[config.mk]
export PLATFORM = sky130hd
export DESIGN_NAME = mirfak_dwb_bridge
export DESIGN_NICKNAME = d
export VERILOG_FILES = /design/src/rtl/mirfak_defines.sv /design/src/rtl/mirfak_dwb_timeout.sv /design/src/rtl/mirfak_dwb_bridge.sv
export SDC_FILE = /design/constraint.sdc
export NUM_CORES = 1
export LEC_CHECK = 0
export ABC_AREA = 1
export CAP_MARGIN = 20
export CELL_PAD_IN_SITES_DETAIL_PLACEMENT = 1
export CELL_PAD_IN_SITES_GLOBAL_PLACEMENT = 1
export CORE_MARGIN = 5
export CORE_UTILIZATION = 31
export DETAILED_ROUTE_END_ITERATION = 8
export PLACE_DENSITY_LB_ADDON = 0.25
export RECOVER_POWER = 100
export REMOVE_ABC_BUFFERS = 1
export SYNTH_ARGS = -nofsm -noshare
export SYNTH_HDL_FRONTEND = slang
export SYNTH_SLANG_ARGS = --single-unit
[constraint.sdc]
create_clock -name clk_i -period 1.8 [get_ports clk_i]
set_input_delay 0.27 -clock clk_i [delete_from_list [all_inputs] [get_ports clk_i]]
set_output_delay 0.27 -clock clk_i [all_outputs]
set_load 0.05 [all_outputs]
[src/rtl/mirfak_defines.sv]
// Shared definitions for the mirfak data-side Wishbone bridge: FSM encoding and timeout defaults.
package mirfak_defines;

  typedef enum logic [1:0] {
    StIdle  = 2'd0,
    StBusy  = 2'd1,
    StResp  = 2'd2,
    StDrain = 2'd3
  } dwb_state_e;

  localparam int unsigned DwbTimeoutDefault = 255;
  localparam int unsigned DwbCntW           = 16;

endpackage

[src/rtl/mirfak_dwb_timeout.sv]
// Bus-cycle watchdog: counts enabled cycles since the last clear and flags expiry at Timeout.
module mirfak_dwb_timeout
  import mirfak_defines::*;
#(
  parameter int unsigned Timeout = DwbTimeoutDefault
) (
  input  logic clk_i,
  input  logic rst_ni,
  input  logic clear_i,
  input  logic enable_i,
  output logic expired_o
);

  logic [DwbCntW-1:0] count_q, count_d;

  always_comb begin
    count_d = count_q;
    if (clear_i) begin
      count_d = '0;
    end else if (enable_i) begin
      count_d = count_q + 1'b1;
    end
  end

  always_ff @(posedge clk_i or negedge rst_ni) begin
    if (!rst_ni) begin
      count_q <= '0;
    end else begin
      count_q <= count_d;
    end
  end

  assign expired_o = (32'(count_q) >= Timeout);

endmodule

[src/rtl/mirfak_dwb_bridge.sv]
// Load/store unit to Wishbone master bridge, one outstanding access at a time.
// Optional bus watchdog enabled by defining MIRFAK_DWB_TIMEOUT_EN.
module mirfak_dwb_bridge
  import mirfak_defines::*;
#(
  parameter int unsigned TIMEOUT_CYCLES = DwbTimeoutDefault
) (
  input  logic        clk_i,
  input  logic        rst_ni,
  input  logic [31:0] s_addr_i,
  input  logic [31:0] s_dat_i,
  input  logic [3:0]  s_sel_i,
  input  logic        s_we_i,
  input  logic        s_cyc_i,
  input  logic        s_stb_i,
  output logic [31:0] s_dat_o,
  output logic        s_ack_o,
  output logic        s_err_o,
  output logic [31:0] m_addr_o,
  output logic [31:0] m_dat_o,
  output logic [3:0]  m_sel_o,
  output logic        m_we_o,
  output logic        m_cyc_o,
  output logic        m_stb_o,
  input  logic [31:0] m_dat_i,
  input  logic        m_ack_i,
  input  logic        m_err_i
);

  dwb_state_e  state_q, state_d;
  logic [31:0] m_addr_q, m_addr_d;
  logic [31:0] m_dat_q, m_dat_d;
  logic [3:0]  m_sel_q, m_sel_d;
  logic        m_we_q, m_we_d;
  logic        m_cyc_q, m_cyc_d;
  logic        m_stb_q, m_stb_d;
  logic [31:0] s_dat_q, s_dat_d;
  logic        s_ack_q, s_ack_d;
  logic        s_err_q, s_err_d;
  logic        expired;
  logic        resp;

  assign resp = m_ack_i | m_err_i;

`ifdef MIRFAK_DWB_TIMEOUT_EN
  logic timer_clear, timer_enable;
  assign timer_clear  = (state_q == StIdle) && s_cyc_i && s_stb_i;
  assign timer_enable = (state_q == StBusy) || (state_q == StDrain);

  mirfak_dwb_timeout #(
    .Timeout (TIMEOUT_CYCLES)
  ) u_timeout (
    .clk_i     (clk_i),
    .rst_ni    (rst_ni),
    .clear_i   (timer_clear),
    .enable_i  (timer_enable),
    .expired_o (expired)
  );
`else
  assign expired = 1'b0;
`endif

  always_comb begin
    state_d  = state_q;
    m_addr_d = m_addr_q;
    m_dat_d  = m_dat_q;
    m_sel_d  = m_sel_q;
    m_we_d   = m_we_q;
    m_cyc_d  = m_cyc_q;
    m_stb_d  = m_stb_q;
    s_dat_d  = s_dat_q;
    s_ack_d  = 1'b0;
    s_err_d  = 1'b0;
    unique case (state_q)
      StIdle: begin
        if (s_cyc_i && s_stb_i) begin
          m_addr_d = s_addr_i;
          m_dat_d  = s_dat_i;
          m_sel_d  = s_sel_i;
          m_we_d   = s_we_i;
          m_cyc_d  = 1'b1;
          m_stb_d  = 1'b1;
          state_d  = StBusy;
        end
      end
      StBusy: begin
        // A slave response beats both the watchdog and a simultaneous flush.
        if (resp) begin
          m_cyc_d = 1'b0;
          m_stb_d = 1'b0;
          s_ack_d = ~m_err_i;
          s_err_d = m_err_i;
          if (!m_err_i && !m_we_q) begin
            s_dat_d = m_dat_i;
          end
          state_d = StResp;
        end else if (expired) begin
          m_cyc_d = 1'b0;
          m_stb_d = 1'b0;
          s_err_d = 1'b1;
          state_d = StResp;
        end else if (!s_cyc_i) begin
          state_d = StDrain;
        end
      end
      StResp: begin
        state_d = StIdle;
      end
      StDrain: begin
        if (resp || expired) begin
          m_cyc_d = 1'b0;
          m_stb_d = 1'b0;
          state_d = StIdle;
        end
      end
      default: state_d = StIdle;
    endcase
  end

  always_ff @(posedge clk_i or negedge rst_ni) begin
    if (!rst_ni) begin
      state_q  <= StIdle;
      m_addr_q <= '0;
      m_dat_q  <= '0;
      m_sel_q  <= '0;
      m_we_q   <= 1'b0;
      m_cyc_q  <= 1'b0;
      m_stb_q  <= 1'b0;
      s_dat_q  <= '0;
      s_ack_q  <= 1'b0;
      s_err_q  <= 1'b0;
    end else begin
      state_q  <= state_d;
      m_addr_q <= m_addr_d;
      m_dat_q  <= m_dat_d;
      m_sel_q  <= m_sel_d;
      m_we_q   <= m_we_d;
      m_cyc_q  <= m_cyc_d;
      m_stb_q  <= m_stb_d;
      s_dat_q  <= s_dat_d;
      s_ack_q  <= s_ack_d;
      s_err_q  <= s_err_d;
    end
  end

  assign m_addr_o = m_addr_q;
  assign m_dat_o  = m_dat_q;
  assign m_sel_o  = m_sel_q;
  assign m_we_o   = m_we_q;
  assign m_cyc_o  = m_cyc_q;
  assign m_stb_o  = m_stb_q;
  assign s_dat_o  = s_dat_q;
  assign s_ack_o  = s_ack_q;
  assign s_err_o  = s_err_q;

endmodule

### Floorplan with the power grid, run 1

Scale bar: 50 um. Pins as bars on the die edge. Tap cells in gray.
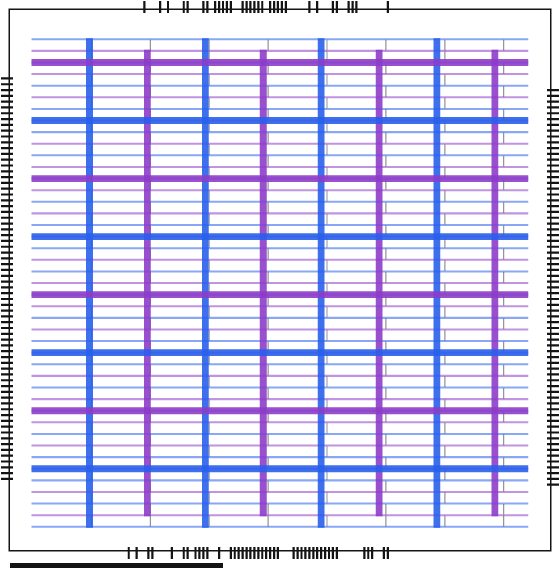
[blue] VSS
[purple] VDD
tap cells: 176
met5 straps: 8
Die Y: 127 um
Peak VDD IR: 0.910 mV
Core Region: 13,300 um2
die width: 127 um

### Cell classes on the final placement, run 1

Scale bar: 50 um.
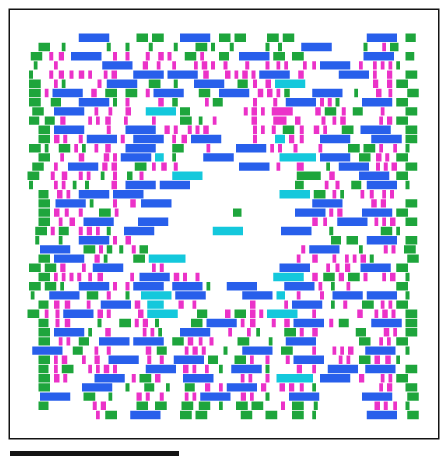
[cyan] clock drivers and dummy loads | cells: 16 | share of their area: 5.7%
[magenta] remaining logic cells | cells: 333 | share of their area: 23%
[blue] registers | cells: 106 | share of their area: 43%
[green] remaining buffers and delay cells | cells: 221 | share of their area: 28%
# rows: 42
final design utilization: 0.479
sequential portion of the cell area: 0.417
Finished Cell Area: 6370 um2

### Clock wires, drivers and flops, run 1

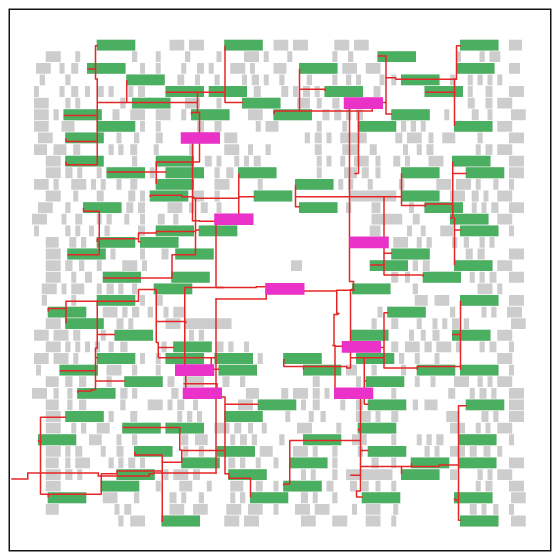
[green] flip-flops | count: 106
[red] clock wires | length: 1,330 um
[magenta] clock-net drivers | count: 9
flops lie: all over the die
routed clock nets: 10
Late-Pin Clk Latency: 0.34 ns
clock share of power: 0.170

### Signal wires by layer, run 1

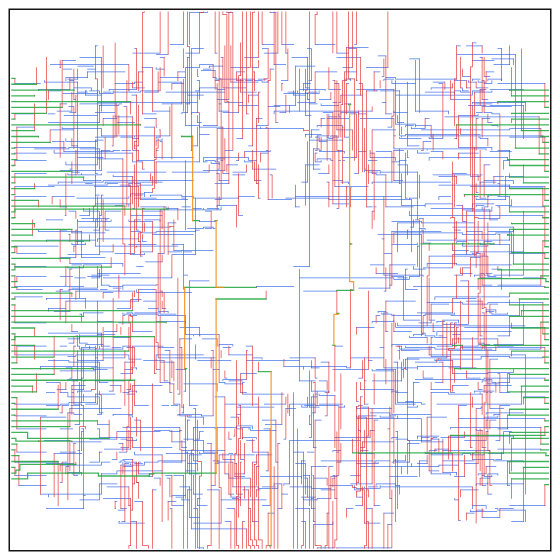
[red] M2 | wire length: 6,270 um
[orange] M4 | wire length: 191 um
[blue] M1 | wire length: 5,460 um
[green] M3 | wire length: 1,320 um
routed vias: 3,829
WL per Instance: 15.5 um
Tot GR Track Use: 0.169
Post-Route WL: 13,200 um

==> results.toml, run 1 <==
# flow metrics
[status]
status = "complete, no violations"

[critical_path]
reg2reg_setup_slack_ns = 0.20
cp_cell_sequence = "clkdlybuf4s50_1"
timing.critical_path.to_type = "primary output"
reg2reg_from = "state_q[1]"
reg2reg_depth = 5
regToRegEndpoint = "m_dat_o[30]"
critical_path.endpoint = "s_dat_o[10]"
path_depth = 1
worstSetupPathType = "reg2out"
crit_path_start_kind = "flop"
crit_buf_inv = 1
crit_family = "buffers and inverters"
required_ns = 1.53
critPathMaxStageDelay_ns = 0.81
crit_path_start = "s_dat_o[10]"
crit_arrival_ns = 1.50
cpMaxStageDelayCell = "clkdlybuf4s50_1"
path_max_fanout = 2

[power_and_ir_drop]
power_mw = 13.4
switchingPower_mw = 7.02
power_density_nw_per_um2 = 2100
leakagePower_nw = 3.23
intPower_mw = 6.34
comb_power_share = 0.523
swShare = 0.525
seq_power_share = 0.307

[routing]
drt_iter0_markers = 132
firstDrtPassIters = 4
antenna_left = 0
vias_per_cell = 4.49
drc = 0

[floorplanning]
die_area_um2 = 16000
fp_util = 0.317
design.portCount = 212

[cells_and_area]
finalNonFillerCells = 852
area_growth_pct = 51.2
final.fill_count = 1595
seq_area_um2 = 2650
final_nets = 778
antenna_cells = 0
logic_area_um2 = 1130
drive_gt1_frac = 0.0429

[clocking]
post_cts_buffers = 0
htreeDepth = 3
cts-root-buf = "clkbuf_16"
cts_max_path_buffers = 2
ctsResizeCount = 26
path_clk_slew_ns = 0.07
cts_hold_buf = 0
clock_sinks = 106
cts_tree = "built"
cts-buffers-inserted = 9

[yosys]
postSynthSeqShare = 0.630
yosysWarnings = 0
ys_sh_simple = 0.186
mux_share = 0
synth_area_um2 = 4210
syn_area_per_cell_um2 = 9.07
synth.cellmix.compoundShare = 0.0832
yosys.cell_types.count = 18
synth_cells = 464
synthXorXnorAreaFrac = 0
top_logic_kind = "simple AND/OR/NAND/NOR gates"
yosys_area_um2 = 4210
synth_stat.cells = 464
adder_share = 0
ys_ff = 106

[sta]
fmax_mhz = 566
setup_viol = 0
slew_headroom = 0.0153
rsz0062_at_grt = "no"
drv_slew = 0
fin_tns_setup_ns = 0
finalClockSkew_ns = 0.00772
hold_viol = 0
worst_pin_slew_ns = 1.48
min_period_over_period = 0.981
post-route-min-period_ns = 1.77

[job]
warnings = 27
maxCapViolCount = 0

[place]
placed_cells_incl_taps = 836
hpwl_um = 9990
io_buffers = 211
finalWeightedCongestion = 0.786

[global_routing]
antenna_found_initial = 0
gr-total-overflow = 0
grt_pass1_vias = 4263
grt_max_degree = 107
grt_first_pass_wirelength_um = 22000

[hold_path]
hold_class = "in2async"
[run 1: state kept, by name, summed over array words and instances, names as in the netlist]
| register | flops |
|---|---|
| m_sel_o | 4 |
| m_addr_o | 32 |
| m_dat_o | 32 |
| s_dat_o | 32 |
| m_we_o | 1 |
| s_ack_o | 1 |
| state_q | 2 |
| m_stb_o | 1 |
| s_err_o | 1 |
[run 1: worst min-delay path by stage]
stage,from,endpoint,slack (ns)
floorplan,rst_ni,m_addr_o[0],-0.03
global placement,rst_ni,s_dat_o[20],0.39
detailed placement,rst_ni,s_dat_o[20],0.39
CTS,rst_ni,s_dat_o[20],0.02
global route,s_dat_i[8],m_dat_o[8],0.46
finish,rst_ni,s_dat_o[20],0.38
[run 1: cell usage after synthesis]
cell      instances  area (um2)
clkbuf_1          2        7.51
nand2_2           1        6.26
nand2_1         142         533
o21ai_0          19        95.1
nor3_4            1        16.3
nor2_1            4        15.0
nor3_1            1        5.00
nor2_2            1        6.26
buf_4             3        22.5
buf_2            18        90.1
o21ai_1          51         255
nand3_1          36         180
buf_6             2        22.5
nand3_2           1        10.0
nor2_4            1        11.3
dfrtp_1         106        2650
inv_2             1        3.75
inv_1            74         278
[run 1: kinds of logic after synthesis]
kind of cell / Yosys count
AND-OR/OR-AND: 70
AND/OR/NAND/NOR: 188
buffers and inverters: 100
flip-flops: 106
[run 1: stage by stage]
stage | hold slack (ns) | setup WS, ns | area [um2]
6_report | 0.383 | 0.0341 | 6370
5_1_grt | 0.461 | 0.000949 | 6370
4_1_cts | 0.0219 | 0.000736 | 6770
3_5_place_dp | 0.391 | 0.0651 | 6450
3_3_place_gp | 0.391 | 0.151 | 6450
2_1_floorplan | -0.0256 | -0.703 | 4070
[run 1: layout make-up]
type / count / area share
Multi-Input combinational cell: 258 / 0.177
Timing Repair Buffer: 221 / 0.272
Clock inverter: 6 / 0.0179
Clock buffer: 10 / 0.0375
Inverter: 75 / 0.0442
Tap cell: 176 / 0.0346
Sequential cell: 106 / 0.417
[run 1: placed cells by master, fill, tap and decap left out, types with 2 or more instances in the layout]
cell / synthesis / final
nor2_1: 4 / 5
clkbuf_2: 0 / 4
clkdlybuf4s50_1: 0 / 116
o21ai_0: 19 / 63
clkbuf_16: 0 / 9
bufinv_16: 0 / 3
nor3_1: 1 / 2
inv_1: 74 / 75
clkbuf_4: 0 / 5
o21ai_1: 51 / 7
clkinvlp_4: 0 / 2
nand2_1: 142 / 142
nand3_1: 36 / 36
dlygate4sd2_1: 0 / 26
dfrtp_1: 106 / 106
clkbuf_1: 2 / 68
[run 1: metal layers]
metal | vias to the layer above | routed length [um] | track usage
li1 | 1831 | - | -
met2 | 159 | 6270 | 0.278
met1 | 1824 | 5460 | 0.206
met3 | 15 | 1320 | 0.0652
met4 | 0 | 190 | 0.0511
met5 | - | 0 | 0
[run 1: power groups by stage]
stage | combinational [mW] | clock, mW | sequential, mW
after global routing | 7.45 | 2.45 | 4.27
after CTS | 7.95 | 2.35 | 4.14
after detailed placement | 8.13 | 0 | 4.17
final | 6.98 | 2.27 | 4.11
after floorplan | 1.24 | 0 | 7.93
after global placement | 7.97 | 0 | 4.13
==> run 1 -> run 2 <==
==> constraint.sdc (replaced) <==
create_clock -name clk_i -period 1.8 [get_ports clk_i]
set_input_delay 0.27 -clock clk_i [delete_from_list [all_inputs] [get_ports clk_i]]
set_output_delay 0.27 -clock clk_i [all_outputs]
set_load 0.005 [all_outputs]
### Signal wires by layer, run 2

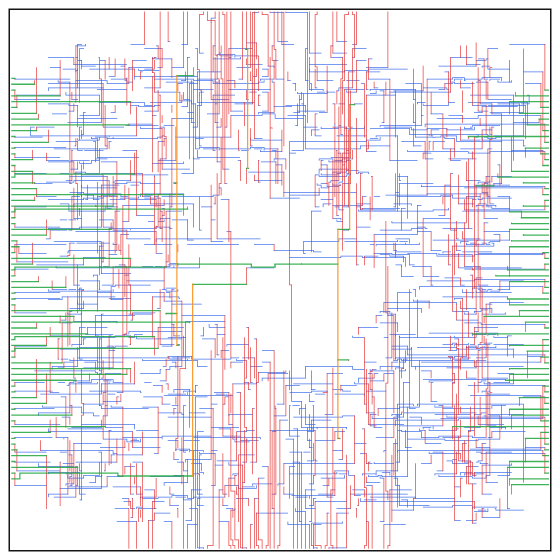
[blue] M1 | wire length: 5,660 um
[red] M2 | wire length: 6,000 um
[orange] M4 | wire length: 214 um
[green] M3 | wire length: 1,270 um
Post-Route WL: 13,100 um
WL per Instance: 15.4 um

### Track usage over the die, run 2

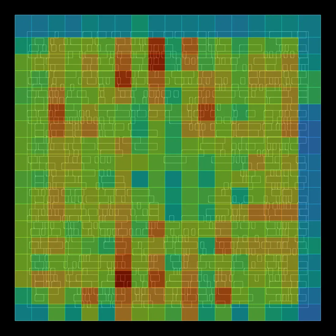
global route hottest layer: met2
Tot GR Track Use: 0.167

==> results.toml, run 2 <==
# flow metrics
[floorplanning]
fp_util = 0.317
core_um2 = 13300
dieHeight_um = 127
die_area_um2 = 16000
design.portCount = 212
die_w_um = 127
row_count = 42

[yosys]
syn_area_per_cell_um2 = 9.07
top_area_cell = "dfrtp_1"
synth_cells = 464
synth-edff-count = 0
synth_stat.cells = 464
yosysWarnings = 0
async_flop_share = 1.00
ys_ff = 106
topCellsByArea = "dfrtp_1 (63%), nand2_1 (13%), inv_1 (6.6%)"
synthTopCellsByCount = "nand2_1 (142), dfrtp_1 (106), inv_1 (74)"
synth_area_um2 = 4210
most_common_cell = "nand2_1"
yosys_area_um2 = 4210
ff_type = "dfrtp_1"
top_cell_area_share = 0.630

[global_routing]
antenna_found_initial = 0
grt_first_pass_wirelength_um = 21400
grt_max_degree = 54
gr-total-overflow = 0

[job]
warnings = 25
maxCapViolCount = 0

[sta]
setup_viol = 0
worst_pin_slew_ns = 0.749
min_period_over_period = 0.905
finalClockSkew_ns = 0.00617
drv_slew = 0
fin_ws_ns = 0.170
slew_headroom = 0.501
rsz0062_at_grt = "no"

[routing]
antenna_left = 0
drt_iter0_markers = 136
vias_per_cell = 4.45
via_count = 3795

[place]
pre_cts_slack_ns = 0.120
placed_cells_incl_taps = 837
io_buffers = 211
finalWeightedCongestion = 0.782
hpwl_um = 10100

[cells_and_area]
lay_top_count = "nand2_1"
final_nets = 780
finalNonFillerCells = 853
area_growth_pct = 61.2
final_cell_mix = "nand2_1 (142), dlygate4sd3_1 (107), dfrtp_1 (106)"
drive_gt1_frac = 0.0399
antenna_cells = 0

[hold_path]
hold_class = "in2async"

[critical_path]
reg2reg_from = "state_q[0]"
required_ns = 1.53
worstSetupPathType = "reg2out"
cp_cell_sequence = "dlygate4sd3_1"
crit_buf_inv = 1
critPathMaxStageDelay_ns = 0.61
crit_family = "buffers and inverters"
crit_path_start = "m_we_o"
crit_arrival_ns = 1.36
path_max_fanout = 3
timing.critical_path.to_type = "primary output"

[clocking]
ctsResizeCount = 0
cts_tree = "built"
cts-root-buf = "clkbuf_16"
htreeDepth = 3
cts_max_path_buffers = 2
clock_sinks = 106
clock.latency.late_pin_ns = 0.34
cts-buffers-inserted = 9

[power_and_ir_drop]
power_density_nw_per_um2 = 1460
ir_worst_vdd_mv = 0.495
leakagePower_nw = 3.48

[status]
status = "complete, no violations"
run 2: cell counts after synthesis:
No cell type changed its count.
run 2: cell families (layout without fill, tap and decap cells):
family                 after synthesis  after routing  share of synthesized area
AND-OR/OR-AND                       70             70                     0.0832
buffers and inverters              100            313                      0.101
AND/OR/NAND/NOR                    188            188                      0.186
flip-flops                         106            106                      0.630
run 2: path summary, 6_finish.rpt:
| path | to | slack (ns) | cells after the start |
|---|---|---|---|
| worst max-delay path | m_we_o | 0.17 | 1 |
| worst min-delay path | s_dat_o[5] | 0.35 | 2 |
| worst max register to register | m_dat_o[15] | 0.24 | 5 |
| worst min register to register | s_dat_o[23] | 0.47 | 2 |
| max in group asynchronous | m_dat_o[20] | 0.33 | 3 |
| min in group clk_i | m_dat_o[17] | 0.47 | 3 |
run 2: routing by layer:
layer	track usage	up-vias	wire (um)	part of all wire
met4	0.0580	0	214	0.016
met2	0.267	152	6000	0.46
met1	0.206	1795	5660	0.43
met5	0	-	0	0
met3	0.0660	15	1270	0.096
li1	-	1833	-	-
run 2: final cells by class:
cell class | instances | area, um2
Fill cell | 1540 | 6510
Sequential cell | 106 | 2650
Timing Repair Buffer | 223 | 2230
Multi-Input combinational cell | 258 | 1120
Inverter | 75 | 282
Clock buffer | 12 | 246
Tap cell | 176 | 220
Clock inverter | 3 | 40.0
run 2: timing repair:
action / 4_1_cts / 5_1_grt
hold endpoints to repair: 39 / 0
hold buffers: 1 / 0
setup buffers: 0 / 0
run 2: metrics by stage:
step                      instance area, um2   util  hold slack [ns]  setup TNS (ns)
after global routing                    6790  0.511            0.366               0
after global placement                  6560  0.494            0.103               0
after CTS                               6860  0.516            0.273               0
after detailed placement                6560  0.494            0.102               0
final                                   6790  0.511            0.354               0
after floorplan                         4070      -          -0.0256          -46.27
run 2: report_power, final:
part / internal, mW / switching, mW
combinational: 2.15 / 1.72
sequential: 3.48 / 0.605
clock: 1.11 / 0.838
total: 6.73 / 3.16
Power figures rest on the tool's default switching activity, not on a simulated workload.
